==> config.mk <==
export PLATFORM = sky130hd
export DESIGN_NAME = mem_bus_adapter
export DESIGN_NICKNAME = d
export VERILOG_FILES = /design/src/rtl/mem_bus_adapter_pkg.sv /design/src/rtl/mem_bus_adapter_timeout.sv /design/src/rtl/mem_bus_adapter.sv
export SDC_FILE = /design/constraint.sdc
export NUM_CORES = 1
export LEC_CHECK = 0
export CAP_MARGIN = 0
export CORE_MARGIN = 5
export CORE_UTILIZATION = 42
export CTS_BUF_LIST = sky130_fd_sc_hd__clkbuf_8
export DETAILED_ROUTE_END_ITERATION = 10
export GPL_ROUTABILITY_DRIVEN = 0
export GPL_TIMING_DRIVEN = 0
export PLACE_DENSITY = 0.82
export SYNTH_ARGS = -nofsm -noshare
export SYNTH_HDL_FRONTEND = slang
export SYNTH_SLANG_ARGS = --single-unit
==> constraint.sdc <==
create_clock -name clk -period 2.15 [get_ports clk]
set_clock_uncertainty 0.15 [all_clocks]
set_input_delay 0.215 -clock clk [delete_from_list [all_inputs] [get_ports clk]]
set_output_delay 0.215 -clock clk [all_outputs]
set_load 0.05 [all_outputs]
==> src/rtl/mem_bus_adapter_pkg.sv <==
// Shared definitions for the MEM-stage to req/ack bus adapter.
//   mba_state_e          : adapter FSM state encodings (IDLE/REQ/DONE)
//   MBA_FAULT_RD_DEFAULT : load data returned when an access faults
//   mba_fault_cause_e    : fault cause codes, reserved for a future cause output
package mem_bus_adapter_pkg;

  typedef enum logic [1:0] {
    MBA_IDLE = 2'd0,
    MBA_REQ  = 2'd1,
    MBA_DONE = 2'd2
  } mba_state_e;

  localparam logic [31:0] MBA_FAULT_RD_DEFAULT = 32'hFFFF_FFFF;

  typedef enum logic [1:0] {
    MBA_FC_NONE     = 2'd0,
    MBA_FC_MISALIGN = 2'd1,
    MBA_FC_BUS_ERR  = 2'd2,
    MBA_FC_TIMEOUT  = 2'd3
  } mba_fault_cause_e;

endpackage

==> src/rtl/mem_bus_adapter_timeout.sv <==
// Bus request timeout counter.
//   clk       in  system clock, rising edge
//   rst_n     in  synchronous reset, active-low
//   clear_i   in  force count to zero (has priority over enable_i)
//   enable_i  in  count one cycle
//   expired_o out high in the enabled cycle where the count equals TIMEOUT-1
module mem_timeout_counter #(
  parameter int unsigned TIMEOUT = 64
) (
  input  logic clk,
  input  logic rst_n,
  input  logic clear_i,
  input  logic enable_i,
  output logic expired_o
);

  localparam int unsigned CNT_W = $clog2(TIMEOUT);
  localparam logic [CNT_W-1:0] LAST = CNT_W'(TIMEOUT - 1);

  logic [CNT_W-1:0] cnt_q, cnt_d;

  always_comb begin
    cnt_d = cnt_q;
    if (clear_i) begin
      cnt_d = '0;
    end else if (enable_i) begin
      cnt_d = cnt_q + CNT_W'(1);
    end
  end

  always_ff @(posedge clk) begin
    if (!rst_n) begin
      cnt_q <= '0;
    end else begin
      cnt_q <= cnt_d;
    end
  end

  assign expired_o = enable_i & (cnt_q == LAST);

endmodule

==> src/rtl/mem_bus_adapter.sv <==
// Converts the single-cycle MEM-stage memory port into a req/ack bus access
// with variable latency, stalling the pipeline until the access completes and
// pulsing mem_fault on misaligned, errored or timed-out accesses.
//   clk, rst_n                 clock (rising edge), synchronous active-low reset
//   mem_en                     MEM stage advance enable (releases DONE)
//   mem_ren/mem_wen            read/write request, sampled only in IDLE
//   mem_addr/mem_dout          byte address / store data
//   mem_din                    load data (registered)
//   mem_stall                  combinational pipeline hold
//   mem_fault                  1-cycle registered fault pulse
//   bus_req/bus_we/bus_addr/bus_wdata  registered bus request side
//   bus_ack/bus_err/bus_rdata  slave completion, error (qualified by ack), read data
module mem_bus_adapter
  import mem_bus_adapter_pkg::*;
#(
  parameter int unsigned ADDR_W   = 30,
  parameter int unsigned TIMEOUT  = 64,
  parameter logic [31:0] FAULT_RD = MBA_FAULT_RD_DEFAULT
) (
  input  logic              clk,
  input  logic              rst_n,
  input  logic              mem_en,
  input  logic              mem_ren,
  input  logic              mem_wen,
  input  logic [31:0]       mem_addr,
  input  logic [31:0]       mem_dout,
  output logic [31:0]       mem_din,
  output logic              mem_stall,
  output logic              mem_fault,
  output logic              bus_req,
  output logic              bus_we,
  output logic [ADDR_W-1:0] bus_addr,
  output logic [31:0]       bus_wdata,
  input  logic              bus_ack,
  input  logic              bus_err,
  input  logic [31:0]       bus_rdata
);

  mba_state_e        state_q, state_d;
  logic              bus_req_q, bus_req_d;
  logic              bus_we_q, bus_we_d;
  logic [ADDR_W-1:0] bus_addr_q, bus_addr_d;
  logic [31:0]       bus_wdata_q, bus_wdata_d;
  logic [31:0]       mem_din_q, mem_din_d;
  logic              mem_fault_q, mem_fault_d;
  logic              stall_c;

  logic access;
  logic aligned;
  logic in_req;
  logic cnt_expired;

  assign access  = mem_ren | mem_wen;
  assign aligned = (mem_addr[1:0] == 2'b00);
  assign in_req  = (state_q == MBA_REQ);

  // Count is held at zero outside REQ so it always starts from 0 on entry.
  mem_timeout_counter #(
    .TIMEOUT (TIMEOUT)
  ) u_timeout (
    .clk       (clk),
    .rst_n     (rst_n),
    .clear_i   (~in_req),
    .enable_i  (in_req),
    .expired_o (cnt_expired)
  );

  always_comb begin
    state_d     = state_q;
    bus_req_d   = bus_req_q;
    bus_we_d    = bus_we_q;
    bus_addr_d  = bus_addr_q;
    bus_wdata_d = bus_wdata_q;
    mem_din_d   = mem_din_q;
    mem_fault_d = 1'b0;
    stall_c     = 1'b0;

    unique case (state_q)
      MBA_IDLE: begin
        if (access) begin
          if (aligned) begin
            stall_c     = 1'b1;
            bus_req_d   = 1'b1;
            bus_we_d    = mem_wen;
            bus_addr_d  = mem_addr[ADDR_W+1:2];
            bus_wdata_d = mem_dout;
            // Simultaneous read and write: the write is performed and load data is zero.
            if (mem_ren && mem_wen) begin
              mem_din_d = '0;
            end
            state_d = MBA_REQ;
          end else begin
            mem_fault_d = 1'b1;
            mem_din_d   = FAULT_RD;
          end
        end
      end

      MBA_REQ: begin
        stall_c = 1'b1;
        // An ack in the final timeout cycle still completes the access normally.
        if (bus_ack) begin
          bus_req_d = 1'b0;
          state_d   = MBA_DONE;
          if (bus_err) begin
            mem_din_d   = FAULT_RD;
            mem_fault_d = 1'b1;
          end else if (!bus_we_q) begin
            mem_din_d = bus_rdata;
          end
        end else if (cnt_expired) begin
          bus_req_d   = 1'b0;
          mem_din_d   = FAULT_RD;
          mem_fault_d = 1'b1;
          state_d     = MBA_DONE;
        end
      end

      MBA_DONE: begin
        if (mem_en) begin
          state_d = MBA_IDLE;
        end
      end

      default: begin
        state_d   = MBA_IDLE;
        bus_req_d = 1'b0;
      end
    endcase
  end

  always_ff @(posedge clk) begin
    if (!rst_n) begin
      state_q     <= MBA_IDLE;
      bus_req_q   <= 1'b0;
      bus_we_q    <= 1'b0;
      bus_addr_q  <= '0;
      bus_wdata_q <= '0;
      mem_din_q   <= '0;
      mem_fault_q <= 1'b0;
    end else begin
      state_q     <= state_d;
      bus_req_q   <= bus_req_d;
      bus_we_q    <= bus_we_d;
      bus_addr_q  <= bus_addr_d;
      bus_wdata_q <= bus_wdata_d;
      mem_din_q   <= mem_din_d;
      mem_fault_q <= mem_fault_d;
    end
  end

  assign mem_stall = rst_n & stall_c;
  assign mem_din   = mem_din_q;
  assign mem_fault = mem_fault_q;
  assign bus_req   = bus_req_q;
  assign bus_we    = bus_we_q;
  assign bus_addr  = bus_addr_q;
  assign bus_wdata = bus_wdata_q;

endmodule

==> metrics.sh, run 1 <==
SEQUENTIALPOWER_uW=2160
CTS_BUFFERS=9
SYNTH.CELLMIX.ADDERSHARE=0.00296
WORSTSETUPSTARTPOINT='mem_addr[1]'
POST-PLACE-WS_NS=-1.14
DESIGN.FINAL.NETS=794
CRITICAL_PATH.MAX_STAGE_DELAY_NS=0.44
POST_DP_CELL_AREA_MM2=0.00640
TOP_CELL_AREA_SHARE=0.497
PATH_COMMON_CELL='buf_6'
SYN-CELL-AREA_MM2=0.00423
FIRST_PASS_ITERS=4
INTERNAL_POWER_uW=3210
CRIT_TYPE='primary input to output port'
HP-CLASS='primary input to flop'
CRIT_PATH_SETUP_SLACK_LAYOUT_NS=0.0653
CRITPATHSLOWESTCELL='clkdlybuf4s50_1'
CRITICAL_PATH_BUF_INV_COUNT=3
POWER.SHARE.SWITCHING=0.330
SYNTH.DISTINCT_CELLS=35
FINAL_DESIGN_AREA_NO_FILL_MM2=0.00663
LAYOUT_WORST_PATH_CYCLE_SHARE=0.970
HOLD_VIOL=0
UNREPAIRED_SETUP_ENDPOINTS_AFTER_GLOBAL_ROUTING='true'
YS_SH_MUX=0
OPENROAD.WARNINGS=27
TRITONCTS='done'
REGTOREGENDPOINT='mem_din[6]'
POWER.COMBINATIONAL.FRACTION=0.289
DRT_ITER0_MARKERS=172
WORST_SLEW_PIN_SLEW_NS=0.579
LOGIC_FAMILY_BY_AREA='AND-OR/OR-AND gates'
FIRST_PASS_GRT_WIRE_LENGTH_MM=19.6
DETAILED_PLACER_S_ENDING_HPWL_MM=9.71
SYNTH-COMPOUND-AREA-SHARE=0.218
DIE_SIZE_MM2=0.0122
DETAILROUTE.VIA_COUNT=4073
NUM-FILL-CELLS=820
YS_SH_XOR=0.00829
TOTALWIRELENGTH_MM=12.5
CATEGORY_OF_CELLS_ACCOUNTING_FOR_THE_LARGEST_SHARE_OF_CRITICAL_PATH_DELAY='buffers and inverters'
PLACED_CELLS_INCL_TAPS=809
SYNTH_STAT.CELLS=477
LAYOUT.CORE_UTILIZATION=0.678
TIMING.CRITICAL_PATH.FANOUT_MAX=2
HOLD_START='rst_n'
YOSYS_WARNINGS=0
HOLD_WS_NS=0.112
POWER.DENSITY_mW_PER_MM2=724
CTSROOTBUFFERMASTER='clkbuf_8'
POST_SYNTH.CELL_AREA_AVG_UM2=8.86
SIMPLE_GATE_SHARE=0.211
FLOORPLAN.NETS=581
TRACK_USAGE=0.204
ENDPOINT='mem_stall'
ROUTE.ANTENNA.REMAINING_NETS=0
CP_DATA_REQUIRED_TIME_NS=1.78
MOST_NUMEROUS_LOGIC_CELL_AFTER_LAYOUT='clkdlybuf4s50_1'
R2R_CELLS=7
WL_PER_CELL_UM=15.1
NUMBER_OF_GLOBAL_ROUTE_VIAS_BEFORE_REPAIR=4101
DRIVE_ABOVE_1_SHARE=0.0734
ANTENNA-DIODE-COUNT=0
CTS_CLOCK_PIN_SLEW_FOR_THE_WORST_SETUP_AND_HOLD_PATHS_NS=0.11
MAX-VDD-IR-DROP_V=0.000402
CTS_MAX_LEVEL=3
ANTENNA_FOUND_INITIAL=0
SUM_NEG_SETUP_SLACK_NS=0
PG_COMB_uW=1390
TOP_CELL_TYPE_BY_TOTAL_AREA_AFTER_SYNTHESIS='dfxtp_1'
RESULT_OF_THE_RUN='completed'
WORSTPATHARRIVAL_NS=1.72
PIN_COUNT_OF_THE_BIGGEST_NET_ENTERING_GLOBAL_ROUTING=19
RELSLEWSLACK=0.614
CORE_REGION_AREA_MM2=0.00977
R2R_SETUP_SLACK_NS=0.15
DIE_WIDTH_UM=110
SYNTH-SEQ-CELLS=105
CRITICAL_PATH_DEPTH=7
CP-START-KIND='primary input'
MAX_CAP_VIOLATIONS=0
run 1: sequential cells by signal, indices dropped and copies added, names as in the netlist:
| signal | count |
|---|---|
| bus_wdata | 32 |
| bus_we | 1 |
| state_q | 2 |
| mem_fault | 1 |
| mem_din | 32 |
| bus_addr | 30 |
| bus_req | 1 |
| u_timeout.cnt_q | 6 |
run 1: metal layers:
metal | vias to the layer above | routed length (um) | global-route usage
met2 | 135 | 6140 | 0.348
met4 | 0 | 340 | 0.0818
met1 | 1891 | 5170 | 0.242
met5 | - | 0 | 0
li1 | 2024 | - | -
met3 | 23 | 870 | 0.0553
run 1: area by class of cell:
type                            instances  area (um2)  share of cell area
Buffer                                 40         256              0.0387
Clock buffer                            9         124              0.0187
Clock inverter                          7        77.6              0.0117
Multi-Input combinational cell        331        1880               0.284
Sequential cell                       105        2100               0.317
Inverter                                1        3.75            0.000566
Tap cell                              133         166              0.0251
Timing Repair Buffer                  202        2010               0.304
run 1: kinds of logic after synthesis:
family / count (synthesis)
AOI/OAI and AO/OA: 106
adders and majority gates: 1
buffers and inverters: 41
xor gates and xnor gates: 4
DFF: 105
and+or+nand+nor: 220
run 1: synthesized netlist by cell type, types with 2 or more instances:
cell / n
o221a_2: 2
a21boi_0: 44
a21oi_1: 3
xor2_1: 3
dfxtp_1: 105
nor3b_1: 2
nor2_1: 72
and3_1: 2
o221a_1: 30
buf_6: 11
nand3_1: 3
a21boi_1: 20
buf_4: 4
nor2b_1: 2
buf_2: 7
nand2_1: 131
clkbuf_1: 18
run 1: timing repair:
item / CTS / global route
endpoints found under the setup margin: 1 / 31
cloned: 0 / 0
gates resized: 8 / 1
pin swaps: 2 / 1
buffers inserted: 3 / 0
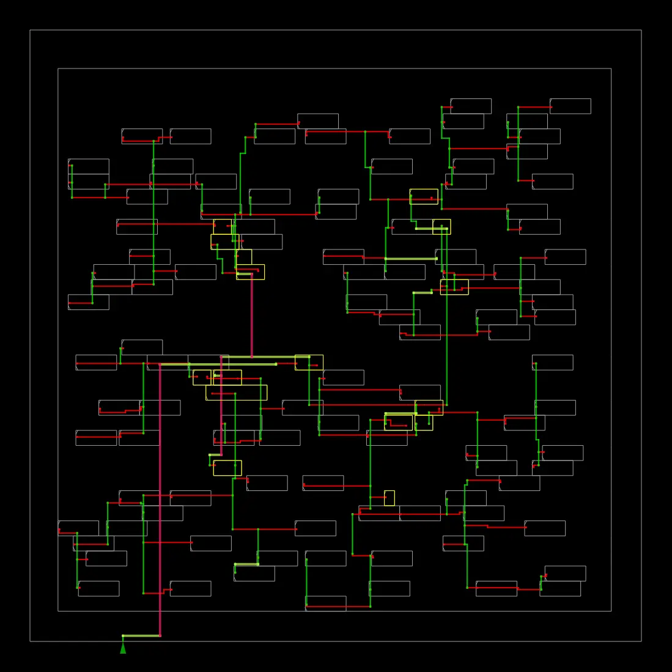
Run 1: clock wiring as the flow saved it
clk pwr: 1250 uW
clock sinks: 105
count of flip-flops and latches: 105
clock network latency to the later pin of the worst-skew pair: 0.36 ns

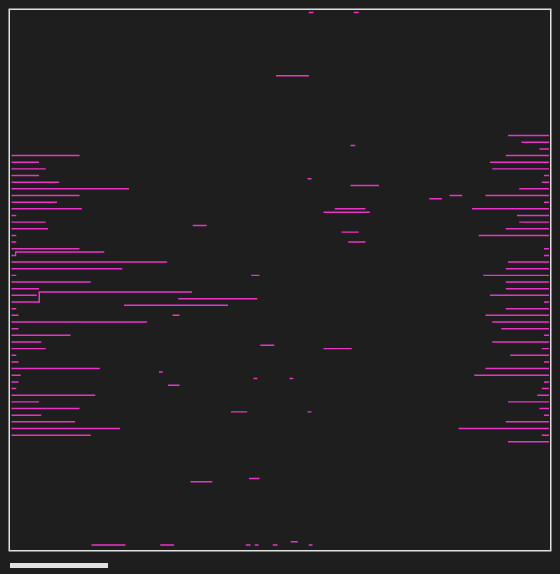
Run 1: M3 wires
The bar under the picture is 20 um long.
wire length on this layer = 871 um
longest straight run = 31.5 um
nets with wire on the layer = 109

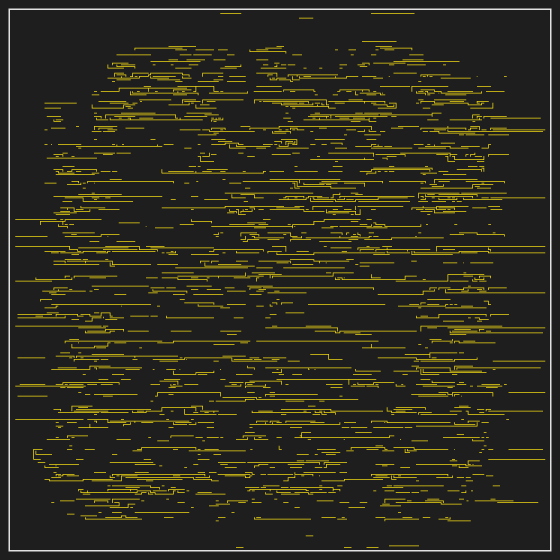
Run 1: metal 1
share of all routed wire = 41%
longest straight run = 24.8 um
nets with wire on the layer = 703
main direction = horizontal
wire length on this layer = 5170 um

Run 1, signal metal coverage by tile:
The bar under the picture is 20 um long. 22 x 22 tiles, from dark blue (low) to red (high), scaled to the fullest tile. Values are wire area over tile area, all layers added.
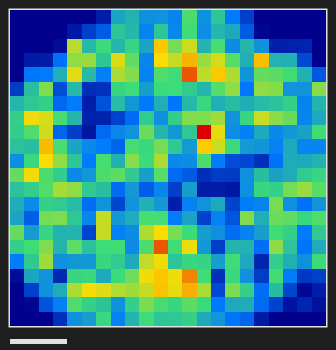

==> run 1 -> run 2 <==
--- a/config.mk
+++ b/config.mk
@@ -7,12 +7,12 @@
 export LEC_CHECK = 0
 export CAP_MARGIN = 0
 export CORE_MARGIN = 5
-export CORE_UTILIZATION = 42
-export CTS_BUF_LIST = sky130_fd_sc_hd__clkbuf_8
+export CORE_UTILIZATION = 41
+export CTS_BUF_LIST = sky130_fd_sc_hd__clkbuf_4 sky130_fd_sc_hd__clkbuf_8 sky130_fd_sc_hd__clkbuf_16
 export DETAILED_ROUTE_END_ITERATION = 10
 export GPL_ROUTABILITY_DRIVEN = 0
 export GPL_TIMING_DRIVEN = 0
-export PLACE_DENSITY = 0.82
+export PLACE_DENSITY = 0.8
 export SYNTH_ARGS = -nofsm -noshare
 export SYNTH_HDL_FRONTEND = slang
 export SYNTH_SLANG_ARGS = --single-unit
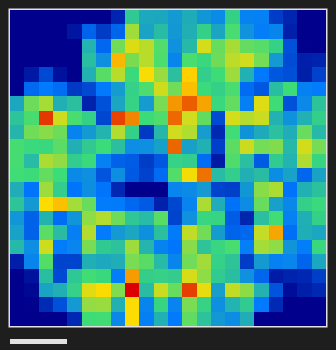
Run 2: signal metal coverage by tile
The bar under the picture is 20 um long. 22 x 22 tiles, from dark blue (low) to red (high), scaled to the fullest tile. Values are wire area over tile area, all layers added.
mean over tiles = 0.16
fullest tile = 0.43
tiles over half the peak = 28%
total via count in the routed design: 4088
Tot GR Track Use: 0.194

==> run 2 against run 1 <==
Against the previous run: worst setup slack better by 0.034 ns; count of clock-buffer cells in the layout unchanged; design area grew 0.79%; register-to-register slack hardly changed; non-clock buffer count is 6 higher; highest routed layer unchanged; final cell count increased by 1.2%; critical path type is now flop to output port; hold slack got worse by 0.012 ns; utilization decreased by 2.2 points.
==> metrics.sh, run 2 <==
DRT_ITER0_MARKERS=162  # -5.8%
PG_COMB_uW=1390  # about the same
PATH_COMMON_CELL='buf_6'
PWR_TOP='sequential cells'
HOLD_VIOL=0  # unchanged
TRITONCTS='done'
MOST_NUMEROUS_LOGIC_CELL_AFTER_LAYOUT='clkdlybuf4s50_1'
CRITICAL_PATH.MAX_STAGE_DELAY_NS=0.34  # -0.10 ns
LAYOUT_WORST_PATH_CYCLE_SHARE=0.954  # -0.0157
ANTENNA_FOUND_INITIAL=1  # +1
FIRST_PASS_GRT_WIRE_LENGTH_MM=20.3  # +3.2%
POST_SYNTH.CELL_AREA_AVG_UM2=8.86  # unchanged
WORSTPATHARRIVAL_NS=1.69  # -0.03 ns
WORST_SLEW_PIN_SLEW_NS=0.555  # -0.0243 ns
HOLD_START='rst_n'
CORE_REGION_AREA_MM2=0.0102  # +4.2%
CTS_BUFFER_DEPTH=2
CP-START-KIND='flop'
R2R_CELLS=8  # +1
NETLIST_TOP_CELLS_COUNT='nand2_1 (131), dfxtp_1 (105), nor2_1 (72)'
YOSYS_WARNINGS=0  # unchanged
YOSYSMOSTFREQUENTCELL='nand2_1'
CTS_BUFFERS=9  # unchanged
REGTOREGENDPOINT='bus_wdata[19]'
CLOCK_SINK_COUNT=105  # unchanged
OPENROAD.WARNINGS=26  # -3.7%
HP-CLASS='primary input to flop'
MAX_CLOCK_FREQ_GHz=0.488
POWER.DENSITY_mW_PER_MM2=718  # -0.87%
R2R_SETUP_SLACK_NS=0.14  # about the same
PIN_COUNT_OF_THE_BIGGEST_NET_ENTERING_GLOBAL_ROUTING=19  # unchanged
TIMING.FINAL.MAX_SLEW_VIOLATIONS=0
TOTALWIRELENGTH_MM=12.4  # -1.2%
FIRST_PASS_ITERS=4  # unchanged
POWER.SHARE.SWITCHING=0.328  # -0.00236
MAX-VDD-IR-DROP_V=0.000414  # +3.2%
AREA.SEQUENTIAL_MM2=0.00210  # about the same
SYN-CELL-AREA_MM2=0.00423  # unchanged
CRITPATHSLOWESTCELL='nor4_4'
CP_DATA_REQUIRED_TIME_NS=1.78  # about the same
INTERNAL_POWER_uW=3220  # +0.27%
PLACED_CELLS_INCL_TAPS=812  # +0.37%
SYNTH.DISTINCT_CELLS=35  # unchanged
ROUTE.ANTENNA.REMAINING_NETS=0  # unchanged
DIE_WIDTH_UM=112  # +1.1%
MULTIINPUTGATEAREA_MM2=0.00188  # -0.20%
SYNTH-SEQ-CELLS=105  # unchanged
FINAL_DESIGN_AREA_NO_FILL_MM2=0.00668  # +0.79%
FLOORPLAN.NETS=581  # unchanged
RESULT_OF_THE_RUN='completed'
CRIT_TYPE='flop to output port'
WL_PER_CELL_UM=14.8  # -2.3%
RELSLEWSLACK=0.630  # +0.0162
CTSROOTBUFFERMASTER='clkbuf_8'
CRIT_PATH_SETUP_SLACK_LAYOUT_NS=0.0990  # +0.0338 ns
NUM-FILL-CELLS=865  # +5.5%
DESIGN.FINAL.NETS=800  # +0.76%
P_SW_uW=1570
TOP_CELL_TYPE_BY_TOTAL_AREA_AFTER_SYNTHESIS='dfxtp_1'
HOLD_WS_NS=0.100  # -0.0118 ns
CTS_CLOCK_PIN_SLEW_FOR_THE_WORST_SETUP_AND_HOLD_PATHS_NS=0.11  # about the same
DRIVE_ABOVE_1_SHARE=0.0827  # +0.00936
POST_DP_CELL_AREA_MM2=0.00640  # about the same
CLK_LATENCY_NS=0.35  # about the same
POWER.CLOCK.TOTAL_uW=1240  # about the same
POST-PLACE-WS_NS=-1.15  # -0.0113 ns
SUM_NEG_SETUP_SLACK_NS=0  # unchanged
MAX_CAP_VIOLATIONS=0  # unchanged
SEQUENTIALPOWER_uW=2160  # about the same
NUMBER_OF_GLOBAL_ROUTE_VIAS_BEFORE_REPAIR=4146  # +1.1%
DETAILED_PLACER_S_ENDING_HPWL_MM=9.50  # -2.1%
POWER.COMBINATIONAL.FRACTION=0.291  # +0.002
TOP_CELL_AREA_SHARE=0.497  # unchanged
CTS_MAX_LEVEL=3  # unchanged
YS_AREA_MM2=0.00423
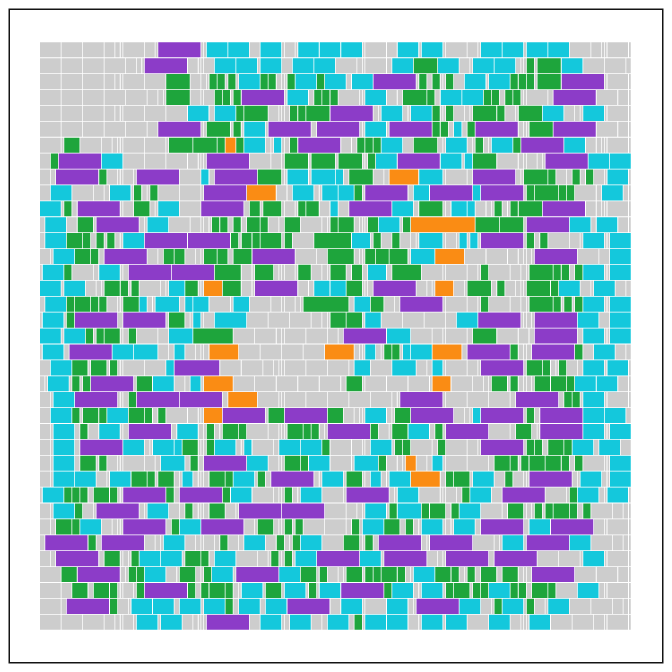
Run 2: cells coloured by class
Fill, decap, tap and diode cells in grey.
purple -> flip-flops  # cells 105, share of their area 32%
cyan -> other buffers and delay cells  # cells 248, share of their area 36%
orange -> clock drivers and dummy loads  # cells 16, share of their area 3.1%
green -> all other logic  # cells 332, share of their area 29%
post-layout utilization of the core: 0.656
share of cell area taken by flip-flops and latches: 0.315

-- run 2: cell type report --
class	count	share of cell area
Sequential cell	105	0.315
Timing Repair Buffer	208	0.308
Multi-Input combinational cell	331	0.281
Buffer	40	0.0395
Tap cell	136	0.0255
Clock buffer	9	0.0185
Clock inverter	7	0.0112
Inverter	1	0.000562
Antenna cell	1	0.000375
-- run 2: worst max path at each step --
| stage | start | endpoint | slack, ns | depth (start not counted) |
|---|---|---|---|---|
| floorplan | state_q[0] | mem_stall | 0.04 | 5 |
| global placement | mem_addr[1] | mem_stall | -1.16 | 7 |
| detailed placement | mem_addr[1] | mem_stall | -1.15 | 7 |
| CTS | state_q[0] | mem_stall | 0.01 | 6 |
| global route | state_q[0] | mem_stall | -0.007 | 6 |
| finish | state_q[0] | mem_stall | 0.1 | 6 |
-- run 2: per-layer routing --
| layer | wire (um) | up-vias | track usage |
|---|---|---|---|
| li1 | - | 2035 | - |
| met1 | 5190 | 1914 | 0.233 |
| met2 | 6160 | 121 | 0.333 |
| met3 | 784 | 18 | 0.0592 |
| met4 | 246 | 0 | 0.0633 |
| met5 | 0 | - | 0 |
-- run 2: critical path, delay by kind of cell (launching register included) --
kind / cells / cell delay [ns]
buf+inv: 3 / 0.46
flops: 1 / 0.33
simple gates: 3 / 0.55
-- run 2: cell families (layout without fill, tap and decap cells) --
kind of cell    after synthesis  count (layout)  share of synthesized area
xor+xnor                      4               4                    0.00829
fa+ha+maj                     1               1                    0.00296
other cells                   0               1                          0
flops                       105             105                      0.497
simple gates                220             220                      0.211
buf+inv                      41             265                     0.0616
compound gates              106             106                      0.218
-- run 2: timing repair --
action,in CTS,in global routing
pin swaps,3,2
setup endpoints to repair,1,1
buffers inserted,3,6
gates resized,9,4
Power is estimated from default activity; no workload was simulated.
